File: config.mk
export PLATFORM = sky130hd
export DESIGN_NAME = sdiv_seq
export DESIGN_NICKNAME = d
export VERILOG_FILES = /design/src/rtl/alu_pkg.sv /design/src/rtl/sdiv_step.sv /design/src/rtl/sdiv_seq.sv
export SDC_FILE = /design/constraint.sdc
export NUM_CORES = 1
export LEC_CHECK = 0
export CORE_AREA = 2 2 164 166
export CTS_CLUSTER_SIZE = 25
export DETAILED_ROUTE_END_ITERATION = 7
export DIE_AREA = 0 0 166 168
export PLACE_DENSITY = 0.77
export SYNTH_ARGS = -nofsm -noshare
export SYNTH_HDL_FRONTEND = slang
export SYNTH_HIERARCHICAL = 1
export SYNTH_SLANG_ARGS = --single-unit
File: constraint.sdc
create_clock -name clk -period 6.2 [get_ports clk]
set_input_delay 0.62 -clock clk [delete_from_list [all_inputs] [get_ports clk]]
set_output_delay 0.62 -clock clk [all_outputs]
set_load 0.05 [all_outputs]
File: src/rtl/alu_pkg.sv
// Shared definitions for the ALU signed arithmetic unit: divider FSM states,
// default operand width and the divide-by-zero quotient pattern.
package alu_pkg;

   localparam int unsigned DEFAULT_WIDTH = 32;

   // All ones (-1 in two's complement); sliced to the operand width by users.
   localparam logic [63:0] DBZ_QUOTIENT = '1;

   typedef enum logic [1:0] {
      IDLE,
      PREP,
      ITER,
      FIX
   } state_t;

endpackage

File: src/rtl/sdiv_step.sv
// One restoring-division step: shift the next dividend bit into the partial
// remainder, trial-subtract the divisor, keep the difference if non-negative.
module sdiv_step #(
   parameter int unsigned WIDTH = 32
) (
   input  logic [WIDTH:0] rem,
   input  logic           dvd_msb,
   input  logic [WIDTH:0] divisor,
   output logic [WIDTH:0] rem_next,
   output logic           q_bit
);

   logic [WIDTH+1:0] diff;

   always_comb begin
      diff     = {rem, dvd_msb} - {1'b0, divisor};
      q_bit    = ~diff[WIDTH+1];
      rem_next = q_bit ? diff[WIDTH:0] : {rem[WIDTH-1:0], dvd_msb};
   end

endmodule

File: src/rtl/sdiv_seq.sv
// Multi-cycle signed divider: magnitudes are divided by one restoring step per
// cycle, then signs are applied so the remainder follows the dividend.
module sdiv_seq
   import alu_pkg::*;
#(
   parameter int unsigned WIDTH = DEFAULT_WIDTH
) (
   input  logic             clk,
   input  logic             reset,
   input  logic             start,
   input  logic [WIDTH-1:0] A,
   input  logic [WIDTH-1:0] B,
   output logic             busy,
   output logic             done,
   output logic [WIDTH-1:0] Quotient,
   output logic [WIDTH-1:0] Remainder,
   output logic             div_by_zero
);

   localparam int unsigned CW = (WIDTH > 1) ? $clog2(WIDTH) : 1;
   localparam logic [CW-1:0] LAST = CW'(WIDTH - 1);

   state_t           state, state_nxt;
   logic [WIDTH-1:0] a_r, b_r, dvd;
   logic [WIDTH:0]   rem, dsr, rem_step;
   logic             q_bit, s_a, s_q, dbz;
   logic [CW-1:0]    cnt;

   sdiv_step #(.WIDTH(WIDTH)) u_step (
      .rem      (rem),
      .dvd_msb  (dvd[WIDTH-1]),
      .divisor  (dsr),
      .rem_next (rem_step),
      .q_bit    (q_bit)
   );

   assign busy = (state != IDLE);

   always_comb begin
      state_nxt = state;
      case (state)
         IDLE: if (start) state_nxt = PREP;
         PREP: state_nxt = (b_r == '0) ? FIX : ITER;
         ITER: if (cnt == LAST) state_nxt = FIX;
         FIX:  state_nxt = IDLE;
         default: state_nxt = IDLE;
      endcase
   end

   always_ff @(posedge clk) begin
      if (reset) state <= IDLE;
      else       state <= state_nxt;
   end

   // done is registered on the FIX exit edge, so it lands in the IDLE cycle
   // together with the new results and never overlaps busy.
   always_ff @(posedge clk) begin
      if (reset) begin
         a_r         <= '0;
         b_r         <= '0;
         dvd         <= '0;
         rem         <= '0;
         dsr         <= '0;
         s_a         <= 1'b0;
         s_q         <= 1'b0;
         dbz         <= 1'b0;
         cnt         <= '0;
         done        <= 1'b0;
         Quotient    <= '0;
         Remainder   <= '0;
         div_by_zero <= 1'b0;
      end else begin
         done <= 1'b0;
         case (state)
            IDLE: begin
               if (start) begin
                  a_r <= A;
                  b_r <= B;
               end
            end
            PREP: begin
               dbz <= (b_r == '0);
               s_a <= a_r[WIDTH-1];
               s_q <= a_r[WIDTH-1] ^ b_r[WIDTH-1];
               dvd <= a_r[WIDTH-1] ? -a_r : a_r;
               dsr <= b_r[WIDTH-1] ? -{1'b1, b_r} : {1'b0, b_r};
               rem <= '0;
               cnt <= '0;
            end
            ITER: begin
               rem <= rem_step;
               dvd <= {dvd[WIDTH-2:0], q_bit};
               cnt <= cnt + CW'(1);
            end
            FIX: begin
               done        <= 1'b1;
               div_by_zero <= dbz;
               if (dbz) begin
                  Quotient  <= DBZ_QUOTIENT[WIDTH-1:0];
                  Remainder <= a_r;
               end else begin
                  Quotient  <= s_q ? -dvd : dvd;
                  Remainder <= s_a ? -rem[WIDTH-1:0] : rem[WIDTH-1:0];
               end
            end
            default: ;
         endcase
      end
   end

endmodule

==> results_tabular.tex, run 1 <==
% Auto-generated results table
\begin{tabular}{lr}
\hline
Metric & Value \\
\hline
\multicolumn{2}{l}{\textbf{Yosys}} \\
\quad Number of enable-type register cells in the synthesized netlist & 0 \\
\quad Most area-hungry cell type in the Yosys netlist & sky130\_fd\_sc\_hd\_\_dfxtp\_1 \\
\quad Sequential area share after synthesis & 0.331 \\
\quad Cells after Synth & about 1,800 \\
\quad Async set-or-reset flop fraction in the synthesized netlist & 0 \\
\multicolumn{2}{l}{\textbf{STA}} \\
\quad Actual slew at the worst max-slew pin & between 1 and 1.5 ns \\
\quad Least setup slack across all paths after layout & roughly 2.1 ns \\
\quad Final-report max-slew violation count & 0 \\
\quad Hold Fails Final Rpt & 0 \\
\quad Final period utilization & 0.669 \\
\multicolumn{2}{l}{\textbf{GRT}} \\
\quad Met2 Track Usage GR & 0.511 \\
\quad Routing layer with the top usage in global route & met2 \\
\quad Antenna violations before repair & 0 \\
\quad Met3 routing resource usage after global routing & 0.0273 \\
\multicolumn{2}{l}{\textbf{Power and ir drop}} \\
\quad Overall power after layout & 0.00746 W \\
\quad Clock network fraction of design power & 0.231 \\
\quad Sw Ratio & 0.448 \\
\multicolumn{2}{l}{\textbf{Layout}} \\
\quad Number of ordinary and repair buffers in the finished layout & roughly 150 \\
\quad Footprint of the multi-input gates & $\sim$9000 µm² \\
\quad Relative area of non-clock buffer cells in the final design & 0.0858 \\
\quad Multi-input gate count & $\sim$1,400 \\
\quad Antenna diode instance count & 0 \\
\quad Regs by FF count & dsr: 33 flops, rem: 33 flops \\
\quad Multi-input logic portion of the cell area & 0.528 \\
\multicolumn{2}{l}{\textbf{Floorplan}} \\
\quad Row count & 60 \\
\quad Initial core utilization & 0.546 \\
\multicolumn{2}{l}{\textbf{Placement}} \\
\quad Weighted congestion at the end of routability-driven global placement & approximately 0.94 \\
\quad Count of placed standard cells including taps & 2,187 \\
\multicolumn{2}{l}{\textbf{Clocking}} \\
\quad Buffer type at the clock tree root & sky130\_fd\_sc\_hd\_\_clkbuf\_16 \\
\quad Number of buffers inserted to repair setup after CTS & 0 \\
\quad CTS clk-pin slew, worst paths & approximately 0.060 ns \\
\quad Clock latency on the worst-skew pair & approximately 0.56 ns \\
\multicolumn{2}{l}{\textbf{Worst setup path}} \\
\quad Required time at the endpoint of the critical path & 6.60 ns \\
\quad Largest delay contributor family on the critical path & AND-OR/OR-AND gates \\
\multicolumn{2}{l}{\textbf{Route}} \\
\quad Number of detailed-routing iterations run before antenna repair & 6 \\
\quad Via Count & roughly 14,000 \\
\multicolumn{2}{l}{\textbf{Run status}} \\
\quad Status & completed \\
\hline
\end{tabular}
==> run 1: path summary, 6_finish.rpt <==
path / to / slack (ns) / start
max: rem[8] / 2.05 / rem[8]
min: Remainder[6] / 0.48 / Remainder[6]
max reg2reg: rem[8] / 2.05 / rem[8]
min reg2reg: Remainder[6] / 0.48 / Remainder[6]
==> run 1: cell families after synthesis <==
| logic type | Yosys count | share of synthesized area |
|---|---|---|
| compound gates | 540 | 0.250 |
| buf+inv | 211 | 0.0575 |
| xor+xnor | 120 | 0.0731 |
| flops | 238 | 0.331 |
| mux | 46 | 0.0386 |
| simple gates | 632 | 0.210 |
| fa+ha+maj | 45 | 0.0397 |
==> run 1: per-layer routing <==
layer	routed length, µm	part of all wire
met5	0	0
met4	1720	0.041
met1	17700	0.42
met2	20400	0.48
met3	2190	0.052
==> run 1: cell usage in the layout, fill, tap and decap left out, types with 57 or more instances in the layout <==
cell type	Yosys	final
sky130_fd_sc_hd__nor2b_1	57	57
sky130_fd_sc_hd__xor2_1	85	85
sky130_fd_sc_hd__dfxtp_1	238	238
sky130_fd_sc_hd__clkdlybuf4s50_1	0	132
sky130_fd_sc_hd__a21oi_1	149	149
sky130_fd_sc_hd__inv_1	78	78
sky130_fd_sc_hd__o21ai_0	78	78
sky130_fd_sc_hd__nor2_1	167	166
sky130_fd_sc_hd__nand2_1	210	209
sky130_fd_sc_hd__a211oi_1	62	62
==> run 1: power by group through the flow <==
stage / clock, W / combinational, W / sequential (W)
after floorplan: 0 / 0.00262 / 0.00218
after global placement: 0 / 0.00353 / 0.00214
after detailed placement: 0 / 0.00355 / 0.00215
after CTS: 0.00173 / 0.00357 / 0.00212
after global routing: 0.00179 / 0.00394 / 0.00217
final: 0.00172 / 0.00361 / 0.00213
### Where the registers sit, run 1

The bar under the picture is 50 µm long. Other sequential cells in the stronger gray, the rest of the logic in the fainter gray.
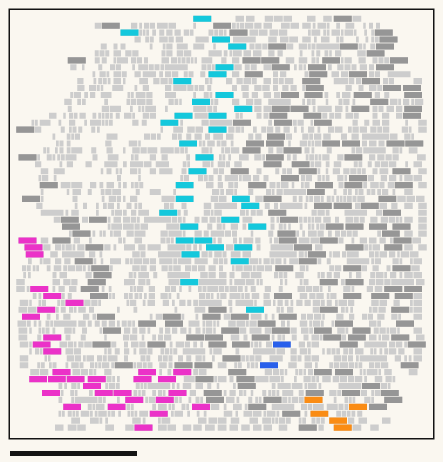
[cnt] orange | placed flops: 5 | where: lower right
[b_r] magenta | placed flops: 32 | where: lower left
[state] blue | placed flops: 2
[rem] cyan | placed flops: 33

### Power grid, run 1

The bar under the picture is 50 µm long. Pins as bars on the die edge. Tap cells in gray.
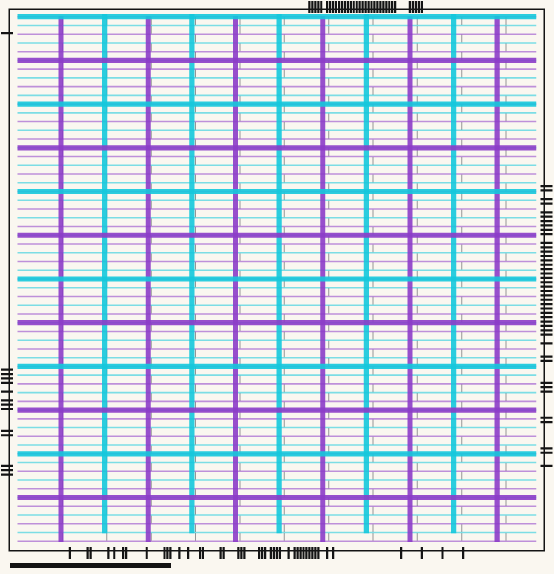
[VDD] cyan
[VSS] purple
met1 rails: 61
met5 straps: 12
rows: 60
vertical die dimension: 168 µm
Core ar.: 26,400 µm²
horizontal die size: 166 µm
worst supply voltage drop on vdd: 0.000322 V

### Nets reached from selected ports, run 1

The bar under the picture is 50 µm long.
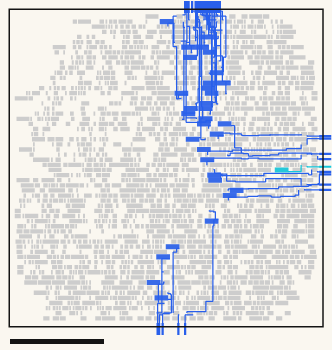
[done] cyan | bits: 1 | direction: output | edge: right | end cells: 1 | buffers: 1 | wire: 18.1 µm
[Remainder] blue | bits: 32 | direction: output | edge: 19 top, 8 right, 5 bottom | end cells: 32 | buffers: 32 | wire: 1,660 µm

### Cell density map, run 1

The bar under the picture is 50 µm long. The die is cut into 17 by 17 equal tiles; white is low, dark blue is high, 0 to 100% covered.
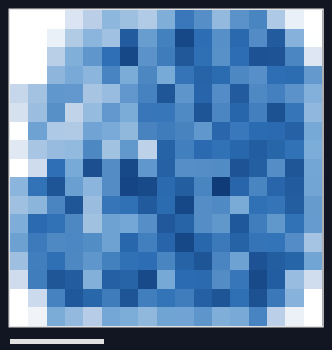

==> run 1 -> run 2 <==
- CORE_AREA: 2 2 164 166 -> 2 2 168 170
- DIE_AREA: 0 0 166 168 -> 0 0 170 172
- clock period: 6.2 -> 3.45 ns (I/O delays scaled with it)
### Cell density map, run 2

The bar under the picture is 50 µm long. The die is cut into 17 by 17 equal tiles; white is low, dark blue is high, 0 to 100% covered.
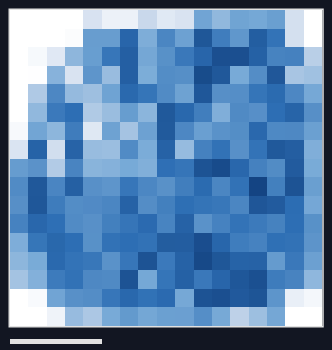
tiles over 75% full: 24%
nearly empty tiles: 6.9%
fullest tile: 92%
Core ar.: 27,500 µm²
fraction of the core area covered by cells at the end of the flow: 0.622
initial core utilization: 0.523

### Placement view, run 2

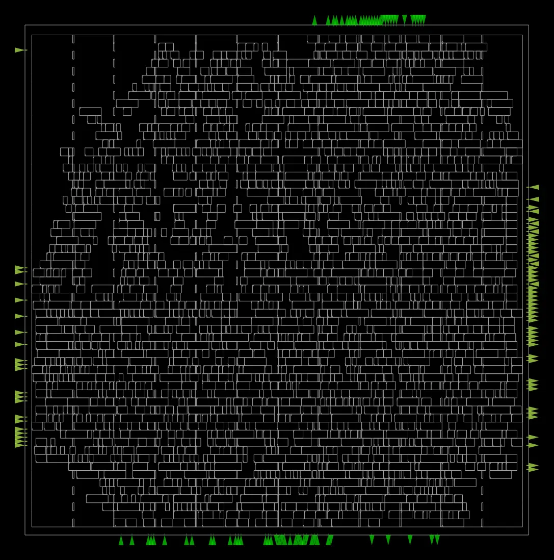
number of non-filler instances in the completed layout: 2,304
Fillers: 2,414
Flop Count: 238
sequential share of cell area: 0.279

### Nets reached from selected ports, run 2

The bar under the picture is 50 µm long.
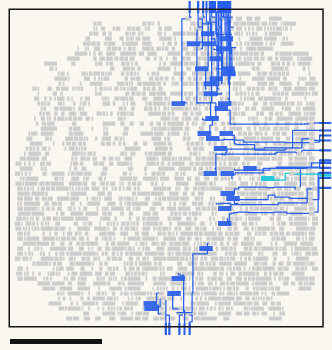
[done] cyan | bits: 1 | direction: output | edge: right | end cells: 1 | buffers: 1 | wire: 27.4 µm
[Remainder] blue | bits: 32 | direction: output | edge: 16 top, 11 right, 5 bottom | end cells: 32 | buffers: 32 | wire: 1,570 µm

==> run 2 against run 1 <==
Synthesized area did not move. Fmax rose by 26%. Count of clock-buffer cells in the layout rose by 8. Global-route usage fell by 0.19 points. Combinational power rose by 91%. Critical path depth rose by 1. Core utilization fell by 1.1 points. Synthesized cell count did not move. Critical endpoint is now rem[3]. Largest power group unchanged.
==> results_tabular.tex, run 2 <==
% Auto-generated results table
\begin{tabular}{lr}
\hline
Metric & Value \\
\hline
\multicolumn{2}{l}{\textbf{Yosys}} \\
\quad Complex Gates by Area & 0.250 (unchanged) \\
\quad Largest non-sequential cell family by area & AND-OR/OR-AND gates (unchanged) \\
\quad Most area-hungry cell type in the Yosys netlist & sky130\_fd\_sc\_hd\_\_dfxtp\_1 (unchanged) \\
\quad Area fraction in mux cells & 0.0386 (unchanged) \\
\quad Area fraction in full adders, half adders and majority gates & 0.0397 (unchanged) \\
\quad Async set-or-reset flop fraction in the synthesized netlist & 0 (unchanged) \\
\multicolumn{2}{l}{\textbf{STA}} \\
\quad Final period utilization & 0.953 (was 0.669) \\
\quad Final-report max-slew violation count & 0 (unchanged) \\
\quad Actual slew at the worst max-slew pin & 1.23 ns (was 1.22 ns) \\
\quad Least setup slack across all paths after layout & 0.161 ns (was 2.05 ns) \\
\quad Hold Fails Final Rpt & 0 (unchanged) \\
\multicolumn{2}{l}{\textbf{Layout}} \\
\quad Most frequent logic cell in the layout & sky130\_fd\_sc\_hd\_\_dfxtp\_1 (unchanged) \\
\quad Antenna diode instance count & 0 (unchanged) \\
\quad Multi-input gate count & 1,383 (unchanged) \\
\quad Relative area of non-clock buffer cells in the final design & 0.113 (was 0.0858) \\
\multicolumn{2}{l}{\textbf{Power and ir drop}} \\
\quad Sw Ratio & 0.449 (was 0.448) \\
\quad Worst supply voltage drop on vdd & 0.000554 V (was 0.000322 V) \\
\multicolumn{2}{l}{\textbf{Route}} \\
\quad Via Count & 14,000 (was 13,800) \\
\quad Number of detailed-routing iterations run before antenna repair & 5 (was 6) \\
\multicolumn{2}{l}{\textbf{Clocking}} \\
\quad CTS clk-pin slew, worst paths & 0.06 ns (about the same) \\
\quad Clock latency on the worst-skew pair & 0.56 ns (about the same) \\
\multicolumn{2}{l}{\textbf{GRT}} \\
\quad Met3 routing resource usage after global routing & 0.0304 (was 0.0273) \\
\quad Met2 Track Usage GR & 0.501 (was 0.511) \\
\quad Routing layer with the top usage in global route & met2 (unchanged) \\
\multicolumn{2}{l}{\textbf{Worst setup path}} \\
\quad Start of the worst register-to-register path & rem[15] (was rem[8]) \\
\quad Register-to-register path setup slack & 0.16 ns (was 2.05 ns) \\
\quad Required time at the endpoint of the critical path & 3.85 ns (was 6.60 ns) \\
\multicolumn{2}{l}{\textbf{Run status}} \\
\quad Status & completed (unchanged) \\
\multicolumn{2}{l}{\textbf{Placement}} \\
\quad Count of placed standard cells including taps & 2,255 (was 2,187) \\
\quad Weighted congestion at the end of routability-driven global placement & 0.941 (about the same) \\
\multicolumn{2}{l}{\textbf{Min path}} \\
\quad Min-delay src & reset (was Remainder[6]) \\
\hline
\end{tabular}
==> run 2: cell types whose count changed in the layout (fill, tap and decap cells not counted), moves of 2 or more <==
cell	change
sky130_fd_sc_hd__buf_12	+2
sky130_fd_sc_hd__bufinv_16	-5
sky130_fd_sc_hd__buf_4	+61
sky130_fd_sc_hd__clkinv_2	-6
sky130_fd_sc_hd__clkbuf_1	+3
sky130_fd_sc_hd__clkbuf_8	+5
sky130_fd_sc_hd__clkinvlp_4	+2
==> run 2: stage by stage <==
step	power, W	utilization
5_1_grt	0.0144	0.622
3_3_place_gp	0.0106	0.591
4_1_cts	0.0135	0.622
2_1_floorplan	0.00863	-
3_5_place_dp	0.0106	0.591
6_report	0.0135	0.622
==> run 2: how the worst max path moves through the flow <==
stage | cells after the start | end | slack, ns | start
6_report | 12 | rem[3] | 0.16 | rem[15]
5_1_grt | 12 | rem[19] | 0.006 | dsr[17]
4_1_cts | 12 | rem[12] | 0.18 | rem[15]
3_5_place_dp | 13 | rem[3] | 0.22 | dsr[16]
3_3_place_gp | 12 | rem[28] | 0.20 | dsr[25]
2_1_floorplan | 13 | rem[18] | 0.39 | rem[13]
==> run 2: power groups by stage <==
stage	registers, W	clock network, W	logic, W
floorplan	0.00391	0	0.00471
global placement	0.00386	0	0.00672
detailed placement	0.00388	0	0.00677
CTS	0.00382	0.00283	0.00682
global route	0.00390	0.00293	0.00754
finish	0.00384	0.00280	0.00688
==> run 2: metal layers <==
metal	vias up	share of wire
met5	-	0
met4	0	0.033
met3	86	0.058
met2	467	0.48
met1	6609	0.43
li1	6816	-
==> run 2: repair_timing <==
item,CTS,global route
endpoints found under the setup margin,0,1
gates resized,0,1
hold buffers,0,0
setup buffers,0,0
### Where the registers sit, run 2

The bar under the picture is 50 µm long. Other sequential cells in the stronger gray, the rest of the logic in the fainter gray.
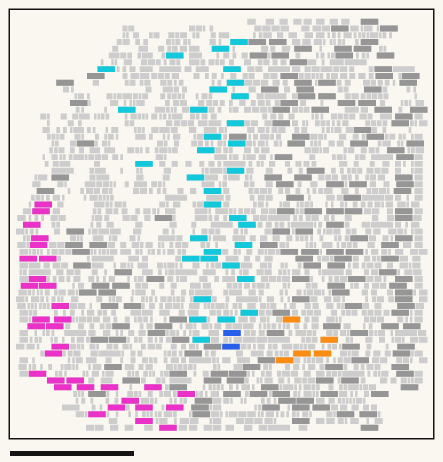

==> run 2 -> run 3 <==
- CELL_PAD_IN_SITES_DETAIL_PLACEMENT: default -> 1
- CELL_PAD_IN_SITES_GLOBAL_PLACEMENT: default -> 1
- CORE_AREA: 2 2 168 170 -> 2 2 196 198
- DIE_AREA: 0 0 170 172 -> 0 0 198 200
- PLACE_DENSITY: 0.77 -> default
- PLACE_DENSITY_LB_ADDON: default -> 0.1
### Where the registers sit, run 3

The bar under the picture is 50 µm long. Other sequential cells in the stronger gray, the rest of the logic in the fainter gray.
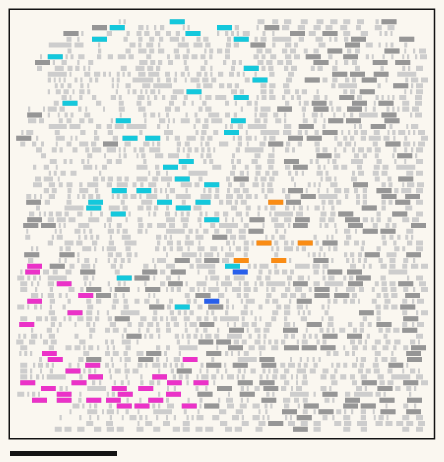
[b_r] magenta | placed flops: 32 | where: lower left
[cnt] orange | placed flops: 5
[state] blue | placed flops: 2
[rem] cyan | placed flops: 33
not colored: 166

### Nets reached from selected ports, run 3

The bar under the picture is 50 µm long.
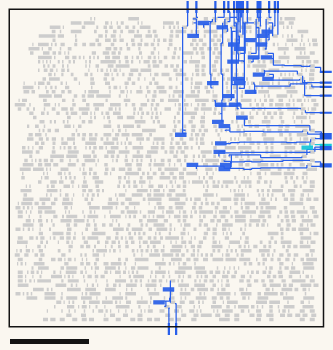
[done] cyan | bits: 1 | direction: output | edge: right | end cells: 1 | buffers: 1 | wire: 8.40 µm
[Remainder] blue | bits: 32 | direction: output | edge: 18 top, 12 right, 2 bottom | end cells: 32 | buffers: 32 | wire: 1,510 µm

### Placement view, run 3

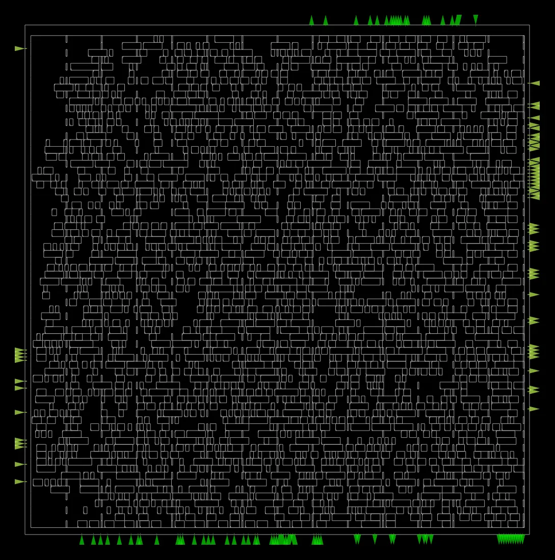
Fillers: 4,470
Core ar.: 37,400 µm²
tapcell count: 511
sequential share of cell area: 0.269
row count: 71

==> run 3 against run 2 <==
Critical path depth up 3. Via count up 0.57%. Total power up 6.1%. Core utilization down 15 points. Flip-flop count unchanged. Highest routed layer unchanged.
==> results_tabular.tex, run 3 <==
% Auto-generated results table
\begin{tabular}{lr}
\hline
Metric & Value \\
\hline
\multicolumn{2}{l}{\textbf{Run status}} \\
\quad Status & completed (unchanged) \\
\multicolumn{2}{l}{\textbf{Yosys}} \\
\quad Area fraction in full adders, half adders and majority gates & 0.0397 (unchanged) \\
\quad Number of enable-type register cells in the synthesized netlist & 0 (unchanged) \\
\quad Post-synthesis xor/xnor area fraction & 0.0731 (unchanged) \\
\quad Complex Gates by Area & 0.250 (unchanged) \\
\quad Most area-hungry cell type in the Yosys netlist & sky130\_fd\_sc\_hd\_\_dfxtp\_1 (unchanged) \\
\quad Cells after Synth & 1,832 (unchanged) \\
\quad Largest non-sequential cell family by area & AND-OR/OR-AND gates (unchanged) \\
\quad Area fraction in mux cells & 0.0386 (unchanged) \\
\quad Synth Area in Simple Gates & 0.210 (unchanged) \\
\quad Async set-or-reset flop fraction in the synthesized netlist & 0 (unchanged) \\
\quad Sequential area share after synthesis & 0.331 (unchanged) \\
\multicolumn{2}{l}{\textbf{STA}} \\
\quad Final period utilization & 0.979 (was 0.953) \\
\multicolumn{2}{l}{\textbf{Layout}} \\
\quad Most frequent logic cell in the layout & sky130\_fd\_sc\_hd\_\_dfxtp\_1 (unchanged) \\
\quad Regs by FF count & dsr: 33 flops, rem: 33 flops (unchanged) \\
\quad Number of non-filler instances in the completed layout & 2,500 (was 2,304) \\
\multicolumn{2}{l}{\textbf{Clocking}} \\
\quad Buffer type at the clock tree root & sky130\_fd\_sc\_hd\_\_clkbuf\_16 (unchanged) \\
\quad Number of buffers inserted to repair setup after CTS & 0 (unchanged) \\
\quad Hold buffers post-CTS & 0 (unchanged) \\
\multicolumn{2}{l}{\textbf{GRT}} \\
\quad Met3 routing resource usage after global routing & 0.0301 (was 0.0304) \\
\quad Met2 Track Usage GR & 0.466 (was 0.501) \\
\multicolumn{2}{l}{\textbf{Power and ir drop}} \\
\quad Sw Ratio & 0.453 (was 0.449) \\
\quad Sequential group power & 0.00383 W (was 0.00384 W) \\
\quad Worst supply voltage drop on vdd & 0.000353 V (was 0.000554 V) \\
\quad Clock network fraction of design power & 0.219 (was 0.207) \\
\multicolumn{2}{l}{\textbf{Floorplan}} \\
\quad Horizontal die size & 198 µm (was 170 µm) \\
\quad Initial core utilization & 0.385 (was 0.523) \\
\multicolumn{2}{l}{\textbf{Placement}} \\
\quad Count of placed standard cells including taps & 2,445 (was 2,255) \\
\hline
\end{tabular}
run 3: critical path, cell delays in order, from the launching register on:
cell	delay (ns)
sky130_fd_sc_hd__dfxtp_1	0.32
sky130_fd_sc_hd__inv_1	0.05
sky130_fd_sc_hd__ha_1	0.30
sky130_fd_sc_hd__buf_4	0.15
sky130_fd_sc_hd__nand4_1	0.16
sky130_fd_sc_hd__nor4b_4	0.37
sky130_fd_sc_hd__buf_4	0.17
sky130_fd_sc_hd__o2111ai_2	0.16
sky130_fd_sc_hd__o2111ai_4	0.18
sky130_fd_sc_hd__a2111oi_4	0.13
sky130_fd_sc_hd__buf_4	0.22
sky130_fd_sc_hd__o31ai_1	0.49
sky130_fd_sc_hd__o31ai_1	0.15
sky130_fd_sc_hd__buf_4	0.16
sky130_fd_sc_hd__a2bb2oi_1	0.16
sky130_fd_sc_hd__nor2_1	0.06
run 3: worst paths after layout:
| kind | endpoint | depth (start not counted) | slack [ns] | start |
|---|---|---|---|---|
| max | rem[17] | 15 | 0.07 | dsr[12] |
| max reg2reg | rem[17] | 15 | 0.07 | dsr[12] |
| min | dvd[1] | 2 | 0.20 | reset |
| min reg2reg | Remainder[6] | 2 | 0.47 | Remainder[6] |
run 3: final cells by class:
class / count / area, µm²
Timing Repair Buffer: 235 / 2140
Tap cell: 511 / 639
Fill cell: 4470 / 19700
Clock inverter: 10 / 85.1
Sequential cell: 238 / 4760
Clock buffer: 44 / 895
Multi-Input combinational cell: 1383 / 8880
Inverter: 79 / 302
run 3: per-stage QoR:
step	worst slack, ns	area, µm²	util
floorplan	0.394	14400	-
global placement	-0.0568	16600	0.445
detailed placement	-0.0415	16600	0.445
CTS	0.0265	17600	0.471
global route	-0.0933	17700	0.473
finish	0.0717	17700	0.473
No activity file was given, so power comes from the tool's default toggle rates.
